===== src/rtl/uart_pkg.sv =====
// rtl/uart_pkg.sv - shared types, constants and helpers for the UART transmit path
package uart_pkg;

    localparam int UART_DATA_BITS          = 8;
    localparam int UART_FRAME_BITS_DEFAULT = 10;

    typedef enum logic [1:0] {
        IDLE = 2'd0,
        SEND = 2'd1,
        WAIT = 2'd2
    } uart_arb_state_t;

    function automatic int frame_cycles(input int clkdiv, input int frame_bits);
        return clkdiv * frame_bits;
    endfunction

endpackage


===== src/rtl/rr_arbiter.sv =====
// rtl/rr_arbiter.sv - round-robin arbiter with a rotating priority pointer
module rr_arbiter #(
    parameter int N = 4
) (
    input  logic                 clk,
    input  logic                 rst_n,
    input  logic [N-1:0]         req,
    input  logic                 en,
    input  logic                 advance,
    output logic [N-1:0]         grant_onehot,
    output logic [$clog2(N)-1:0] grant_idx
);

    localparam int              IW   = $clog2(N);
    localparam logic [IW:0]     N_W  = (IW+1)'(N);
    localparam logic [IW-1:0]   LAST = IW'(N-1);

    // r_ptr is the index holding highest priority, i.e. last grant + 1
    logic [IW-1:0] r_ptr;
    logic [IW:0]   w_k;
    logic          w_found;

    always_comb begin
        grant_onehot = '0;
        grant_idx    = '0;
        w_found      = 1'b0;
        w_k          = '0;
        for (int i = 0; i < N; i++) begin
            w_k = {1'b0, r_ptr} + (IW+1)'(i);
            if (w_k >= N_W) begin
                w_k = w_k - N_W;
            end
            if (en && !w_found && req[w_k[IW-1:0]]) begin
                w_found   = 1'b1;
                grant_idx = w_k[IW-1:0];
            end
        end
        if (w_found) begin
            grant_onehot[grant_idx] = 1'b1;
        end
    end

    always_ff @(posedge clk or negedge rst_n) begin
        if (!rst_n) begin
            r_ptr <= '0;
        end else if (advance) begin
            r_ptr <= (grant_idx == LAST) ? '0 : grant_idx + 1'b1;
        end
    end

endmodule


===== src/rtl/uart_tx_arbiter.sv =====
// rtl/uart_tx_arbiter.sv - round-robin scheduler sharing one uart_tx among NREQ byte producers
module uart_tx_arbiter
    import uart_pkg::*;
#(
    parameter int NREQ       = 4,
    parameter int CLKDIV     = 32,
    parameter int FRAME_BITS = UART_FRAME_BITS_DEFAULT
) (
    input  logic                           clk,
    input  logic                           rst_n,
    input  logic [NREQ-1:0]                req_valid,
    input  logic [UART_DATA_BITS*NREQ-1:0] req_data,
    output logic [NREQ-1:0]                req_ready,
    output logic [UART_DATA_BITS-1:0]      tx_data,
    output logic                           tx_send,
    output logic                           busy,
    output logic [$clog2(NREQ)-1:0]        grant_id
);

    localparam int            FC        = frame_cycles(CLKDIV, FRAME_BITS);
    localparam int            CW        = $clog2(FC);
    localparam int            IW        = $clog2(NREQ);
    localparam logic [CW-1:0] WAIT_LOAD = CW'(FC - 2);

    uart_arb_state_t             r_state;
    uart_arb_state_t             w_next_state;
    logic [CW-1:0]               r_count;
    logic [UART_DATA_BITS-1:0]   r_tx_data;
    logic                        r_tx_send;
    logic [IW-1:0]               r_grant_id;
    logic [NREQ-1:0]             w_grant_onehot;
    logic [IW-1:0]               w_grant_idx;
    logic                        w_arb_en;
    logic                        w_handshake;

    // Gating with rst_n keeps req_ready low while reset is held
    assign w_arb_en    = (r_state == IDLE) && rst_n;
    assign w_handshake = |(req_valid & w_grant_onehot);

    rr_arbiter #(
        .N (NREQ)
    ) u_rr (
        .clk          (clk),
        .rst_n        (rst_n),
        .req          (req_valid),
        .en           (w_arb_en),
        .advance      (w_handshake),
        .grant_onehot (w_grant_onehot),
        .grant_idx    (w_grant_idx)
    );

    always_ff @(posedge clk or negedge rst_n) begin
        if (!rst_n) begin
            r_state <= IDLE;
        end else begin
            r_state <= w_next_state;
        end
    end

    always_comb begin
        w_next_state = r_state;
        case (r_state)
            IDLE:    if (w_handshake) w_next_state = SEND;
            SEND:    w_next_state = WAIT;
            WAIT:    if (r_count == '0) w_next_state = IDLE;
            default: w_next_state = IDLE;
        endcase
    end

    // SEND plus the WAIT countdown spans exactly one frame on the line
    always_ff @(posedge clk or negedge rst_n) begin
        if (!rst_n) begin
            r_count    <= '0;
            r_tx_data  <= '0;
            r_tx_send  <= 1'b0;
            r_grant_id <= '0;
        end else begin
            r_tx_send <= w_handshake;
            if (w_handshake) begin
                r_tx_data  <= req_data[w_grant_idx*UART_DATA_BITS +: UART_DATA_BITS];
                r_grant_id <= w_grant_idx;
            end
            if (r_state == SEND) begin
                r_count <= WAIT_LOAD;
            end else if (r_state == WAIT && r_count != '0) begin
                r_count <= r_count - 1'b1;
            end
        end
    end

    assign req_ready = w_grant_onehot;
    assign tx_data   = r_tx_data;
    assign tx_send   = r_tx_send;
    assign busy      = (r_state != IDLE);
    assign grant_id  = r_grant_id;

endmodule


===== config.mk =====
export PLATFORM = sky130hd
export DESIGN_NAME = uart_tx_arbiter
export DESIGN_NICKNAME = d
export VERILOG_FILES = /design/src/rtl/uart_pkg.sv /design/src/rtl/rr_arbiter.sv /design/src/rtl/uart_tx_arbiter.sv
export SDC_FILE = /design/constraint.sdc
export NUM_CORES = 1
export LEC_CHECK = 0
export ABC_AREA = 1
export CELL_PAD_IN_SITES_DETAIL_PLACEMENT = 0
export CELL_PAD_IN_SITES_GLOBAL_PLACEMENT = 1
export CORE_MARGIN = 2
export CORE_UTILIZATION = 25
export DETAILED_ROUTE_END_ITERATION = 10
export PLACE_DENSITY_LB_ADDON = 0.1
export RECOVER_POWER = 50
export SETUP_SLACK_MARGIN = 0.2
export SLEW_MARGIN = 20
export SYNTH_ARGS = -nofsm -noshare
export SYNTH_HDL_FRONTEND = slang
export SYNTH_SLANG_ARGS = --single-unit

===== constraint.sdc =====
create_clock -name clk -period 5.5 [get_ports clk]
set_input_delay 1.1 -clock clk [delete_from_list [all_inputs] [get_ports clk]]
set_output_delay 1.1 -clock clk [all_outputs]
set_load 0.01 [all_outputs]

==> results.yml <==
# implementation run metrics
final_layout:
  n_antenna_cell: 0
  layout-drive-gt1-share_pct: 5.46
  layout_top_cell: "nand2_1"
  final_nets: 392
  syn2layout_area_growth_pct: 35.0
  comb_area_um2: 992
  most-common-layout-cells: "103 x nand2_1, 55 x inv_1, 52 x nand3_1, 52 x clkdlybuf4s50_1, 24 x dfrtp_1"
  regArea_um2: 601
logic_synthesis:
  synth_cell_type_count: 26
  synthFlopType: "dfrtp_1"
  ys.flops: 24
  avgSynthCellArea_um2: 6.32
  yosysTopAreaCell: "dfrtp_1"
  async_reset_ff_share_pct: 100
  yosysSeqAreaShare_pct: 32.0
  ys_warn_count: 0
  fp_nets: 340
  synth_area_mm2: 0.00188
timing:
  rsz0062_at_grt: "false"
  fin_crit_sh_pct: 88.3
  finalHoldViolations: 0
  max_slew.worst_pin.slew_ns: 1.31
  final.setup.tns_ns: 0
  fmax_ghz: 0.206
  fin_crit_ns: 4.85
  setup_violations: 0
  drv_slew: 0
pwr:
  top_power_group: "combinational cells"
  total_leakage_power_nw: 1.36
  swShare_pct: 50.9
  finalPower_w: 0.00133
  p_comb_w: 0.000897
  seqPwrFrac_pct: 23.7
  p_comb_share_pct: 67.2
clock_tree:
  clockRootBuffer: "clkbuf_8"
  cts_tree: "yes"
  postCtsResizedCells: 0
  hold_buffers: 0
  clock_sinks: 24
  htreeDepth: 1
  clkTransAtPathRegs_ns: 0.08
setup_path:
  start_kind: "input port"
  crit_fanout: 11
  reg2reg_to: "tx_data[4]"
  critical_path_class: "input port to primary output"
  critPathRequiredTime_ns: 4.40
  rr_startpoint: "u_rr.r_ptr[0]"
  worstSetupEndpointType: "primary output"
  startpoint: "rst_n"
  crit_path_end: "req_ready[1]"
placed_design:
  place.port_buffers: 53
  routabilityCongestion: 0.786
run_status:
  status: "finished, final reports clean"
global_routing:
  grt_pass1_wl_mm: 8.80
  grt_antenna_before_repair: 0
  grt.overflow.total: 0
floorplanning:
  fp.dieH_um: 90.7
  rows: 31
  die_w_um: 90.7
  core_util_floorplan_pct: 25.9
drt:
  vias: 1926
  drc_errors: 0
  avgRoutedWirePerCell_um: 11.6
  viasPerCell: 4.31
  ant_nets: 0
  routed_wl_mm: 5.17
hold_path:
  hp-class: "flop to flop"
  whs_endpoint: "tx_data[5]"
## cell families (layout without fill, tap and decap cells)
family / after synthesis / after routing / share of synthesized area [%]
xor+xnor: 1 / 1 / 0.466
flops: 24 / 24 / 32.0
fa+ha+maj: 5 / 5 / 3.33
buf+inv: 67 / 118 / 15.2
compound gates: 21 / 21 / 6.40
simple gates: 179 / 179 / 42.6
## synth_stat cells, drive strengths merged (2+ instances only)
library cell  instances
nor3                  2
ha                    5
buf                   8
dfrtp                24
nand4                 6
nand2               109
a21oi                 5
nor2                  7
o21ai                14
inv                  59
nand3                53
## layer usage
metal / routed length [um] / part of all wire (%) / global-route usage, %
met4: 45 / 0.87 / 3.21
met5: 0 / 0 / 0
met1: 2370 / 46 / 16.4
met3: 194 / 3.7 / 2.25
met2: 2560 / 49 / 22.8
## registers in the layout, summed over array words and instances (netlist names)
| signal | count |
|---|---|
| grant_id | 2 |
| r_count | 9 |
| r_state | 2 |
| tx_data | 8 |
| tx_send | 1 |
| u_rr.r_ptr | 2 |
## cell type report
class | instances | area share, %
Timing Repair Buffer | 55 | 21.4
Tap cell | 99 | 4.89
Inverter | 59 | 8.74
Clock buffer | 4 | 2.17
Sequential cell | 24 | 23.7
Multi-Input combinational cell | 206 | 39.1
## per-stage QoR
step / instance area [um^2] / setup slack (ns) / instances
floorplan: 1880 / 1.97 / 297
global placement: 2480 / 0.656 / 443
detailed placement: 2480 / 0.681 / 443
CTS: 2540 / 0.671 / 447
global route: 2530 / 0.408 / 447
finish: 2530 / 0.645 / 447
## critical path: stages
cell and delay [ns]:
dlygate4sd3_1 0.57, nand3_1 0.12, inv_1 0.21, nand3_1 0.21, nand3b_1 0.21, nand2_1 0.08, nand2_2 0.18, inv_2 0.25
ha_1 0.20, nand2_1 0.06, inv_1 0.05, clkdlybuf4s50_1 0.52
### Wires at chosen ports, followed through buffers

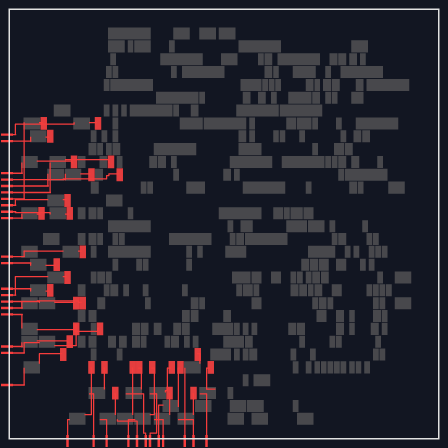
| colour | port | direction | edge | end cells | wire |
|---|---|---|---|---|---|
| red | `req_data` | input | 20 left, 12 bottom | 32 | 438 um |

### Met3 routing

The bar under the picture is 20 um long.
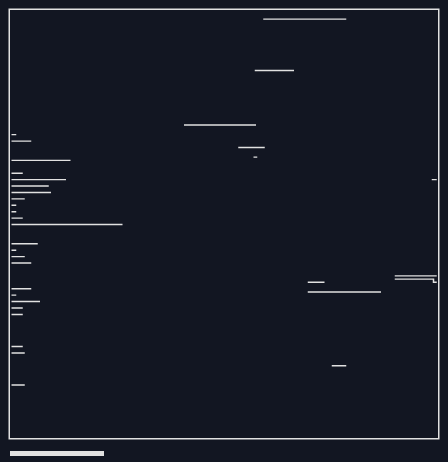
wire length on this layer: 195 um
share of all routed wire: 3.8%
main direction: horizontal
nets with wire on the layer: 32

### Cell outlines without signal wires

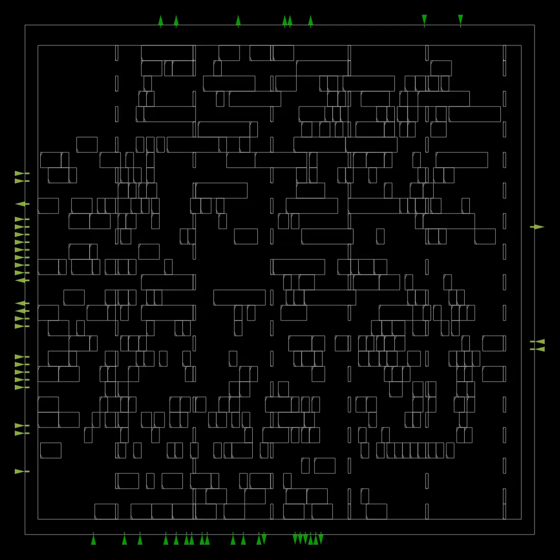
flop share of the area: 23.7%
final core utilization: 34.9%
Well Taps: 99
Std-Cell Core Area: 0.00725 mm^2

### Placement by cell class

Fill, decap, tap and diode cells in grey.
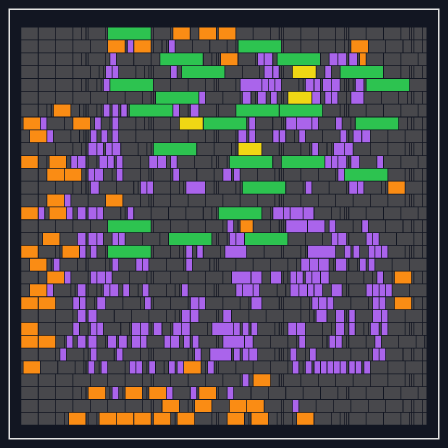
| colour | class | cells | share of their area |
|---|---|---|---|
| yellow | clock drivers and dummy loads | 4 | 2.3% |
| orange | other buffers and delay cells | 55 | 22% |
| green | flops | 24 | 25% |
| purple | combinational and other logic | 265 | 50% |

Power figures rest on the tool's default switching activity, not on a simulated workload.
